**Run 1: placement view**

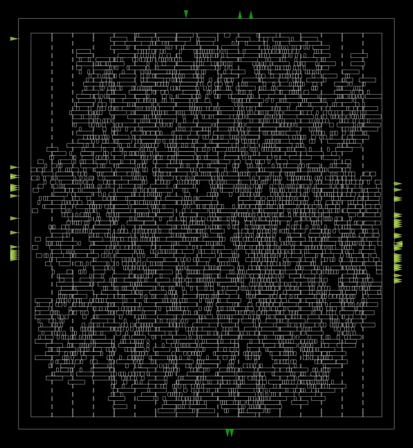
**Run 1: pin map**

Scale: 1.5 px per um. Pins as bars across the die edge, other pins in gray.
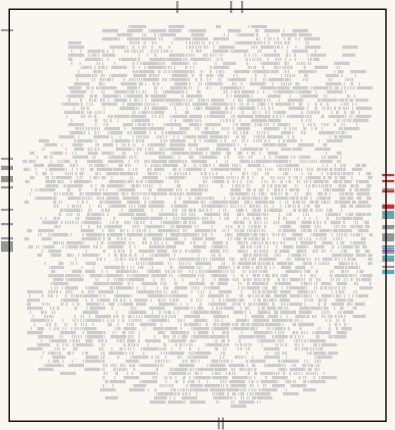
**Run 1: gate-type map**

Scale: 1.5 px per um.
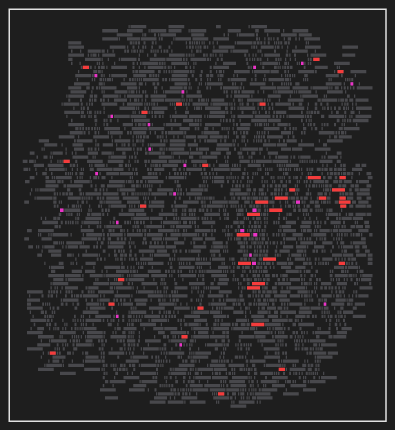
Design ir_trace_latch, sky130hd; sources not shown.
==> reports/metrics.cfg, run 1 <==
[placement]
gp_congestion=0.821

[synth]
top_cells_by_area=edfxtp_1 40%, dfxtp_1 11%, inv_1 7.4%, nand2_1 7.0%, nor2_1 6.0%
numSynthFlops=458
yosysChipArea_um2=24100
synth_cells=2921
synth-edff-count=320
synth_top_cell_by_count=inv_1
muxShareOfSynthArea_pct=0
yosys.area.top_type=edfxtp_1

[clocking]
cts_inserted_buffers=112
cts_root_buf=clkbuf_16
cts_buffer_depth=3

[final_layout]
signal_buffers=102
clock_buffers=128
drive_above_1_share_pct=11.5

[drt]
dr_wl_met3_mm=2.18
dr_total_vias=19863
drt_iter0_drc=959
drt-met1-wl_mm=24.2

[critical_path]
crit_path_end_kind=flip-flop
reg2regPathDepth=59

[timing]
slew_headroom_pct=39.9
tightest_slew_ns=0.901

[pwr]
peakVddDrop_uv=198

[run_status]
status=completed

[die]
die_area_um2=68400

About 'placement view':
row count: 94
final cell count without fillers: 4,289
core area: 59,700 um^2
Seq/total area: 39.5%
fill count: 5,628

About 'pin map':
Key: `trace_count` = red [pins 5, direction output, edge right]; `last_box` = cyan [pins 4, direction output, edge right]; `timed_out` = magenta [pins 1, direction output, edge right]
IO Port Bufs: 46
die height: 274 um
Die Wd: 250 um

About 'gate-type map':
Key: and/or cells = magenta [cells 22]; fa/ha/maj cells = red [cells 35, most used ha_1]
most numerous logic cell after layout: inv_1
logic share of the area: 36.3%

==> run 1: routing by layer <==
layer / up-vias / global-route usage (%)
met5: - / 0
met4: 0 / 5.55
met3: 82 / 3.07
met2: 286 / 23.6
met1: 8870 / 18.7
li1: 10625 / -
==> run 1: timing repair <==
| item | in CTS | in global routing |
|---|---|---|
| resized | 26 | 63 |
| endpoints found under the setup margin | 6 | 7 |
| pin swaps | 15 | 54 |
| hold buffers | 0 | 0 |
| buffers inserted | 3 | 15 |
| hold endpoints to repair | 0 | 0 |
==> run 1: power breakdown <==
group,switching (mW),total (mW),internal [mW]
combinational,0.131,0.188,0.0576
clock,1.55,4.77,3.23
sequential,0.0700,2.83,2.76
--- run 2 (diff from run 1) ---
- CORE_ASPECT_RATIO: 1.1 -> 1.2
==> reports/metrics.cfg, run 2 <==
[run_status]
status=completed  ; unchanged

[synth]
yosysChipArea_um2=24100  ; unchanged
muxShareOfSynthArea_pct=0  ; unchanged
synth_cells=2921  ; unchanged
numSynthFlops=458  ; unchanged
synth_top_cell_by_count=inv_1  ; unchanged
synth-edff-count=320  ; unchanged

[clocking]
cts_setup_buffers=26  ; was 3
cts_hold_buf=0  ; unchanged
postCtsResizedCells=30  ; was 26
cts_root_buf=clkbuf_16  ; unchanged
cts_inserted_buffers=104  ; was 112

[pwr]
clkPwrFrac_pct=60.7  ; was 61.3%
switching_share_pct=20.9  ; was 22.4%
switchingPower_mw=1.60  ; was 1.75 mW
p_int_mw=6.07  ; was 6.04 mW
peakVddDrop_uv=170  ; was 198 uV
power_frac_comb_pct=2.4  ; about the same

[die]
row_count=98  ; was 94

[drt]
dr_total_vias=20052  ; was 19,863
dr_wl_met3_mm=2.02  ; was 2.18 mm

[critical_path]
crit_path_end_kind=flip-flop  ; unchanged

[placement]
io_buffers=46  ; unchanged
gp_congestion=0.843  ; was 0.821

[timing]
tightest_slew_ns=0.900  ; was 0.901 ns
slew_headroom_pct=39.9  ; about the same

[final_layout]
layout_top_cell=inv_1  ; unchanged
signal_buffers=117  ; was 102
clock_buffers=132  ; was 128
fillers=5616  ; was 5,628
seq_area_share_pct=39.3  ; was 39.5%
drive_above_1_share_pct=11.9  ; was 11.5%

[grt]
grt_use_met2_pct=24.3  ; was 23.6%
busiest_layer=met2  ; unchanged
met1_usage_pct=18.1  ; was 18.7%

run 2: cell counts after synthesis:
No cell type changed its count.
run 2: per-stage QoR:
stage | instances | hold WS (ns) | cell area [um^2] | setup WS [ns]
after floorplan | 3240 | 0.273 | 25300 | 0.00449
after global placement | 4092 | 0.279 | 27000 | -0.216
after detailed placement | 4092 | 0.283 | 27000 | -0.364
after CTS | 4311 | 0.275 | 31000 | 0.0000524
after global routing | 4316 | 0.289 | 31500 | -0.188
final | 4316 | 0.276 | 31500 | 0.320
run 2: power groups by stage:
stage / registers [mW] / logic (mW) / clock network (mW)
floorplan: 2.85 / 0.145 / 0
global placement: 2.87 / 0.183 / 0
detailed placement: 2.87 / 0.185 / 0
CTS: 2.83 / 0.186 / 4.77
global route: 2.84 / 0.224 / 4.90
finish: 2.83 / 0.188 / 4.65
**Run 2: pin map**

Scale: 1.5 px per um. Pins as bars across the die edge, other pins in gray.
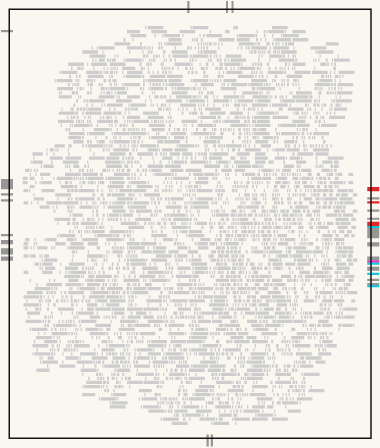
Key: `trace_count` = red [pins 5, direction output, edge right]; `last_box` = cyan [pins 4, direction output, edge right]; `timed_out` = magenta [pins 1, direction output, edge right]
All pins by edge: 26 right, 16 left, 3 top, 2 bottom.
Die Wd: 240 um
die height: 285 um

**Run 2: gate-type map**

Scale: 1.5 px per um.
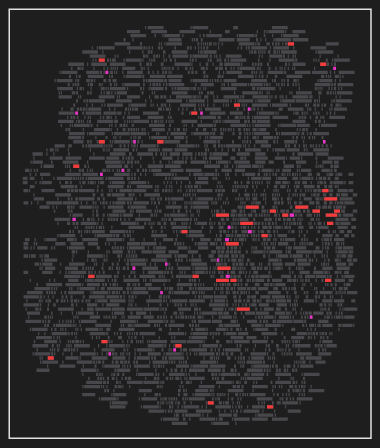
Key: and/or cells = magenta [cells 22, most used or2_2]; fa/ha/maj cells = red [cells 35, most used ha_1]
logic share of the area: 36.6%
final cell count without fillers: 4,316

Power is estimated from default activity; no workload was simulated.
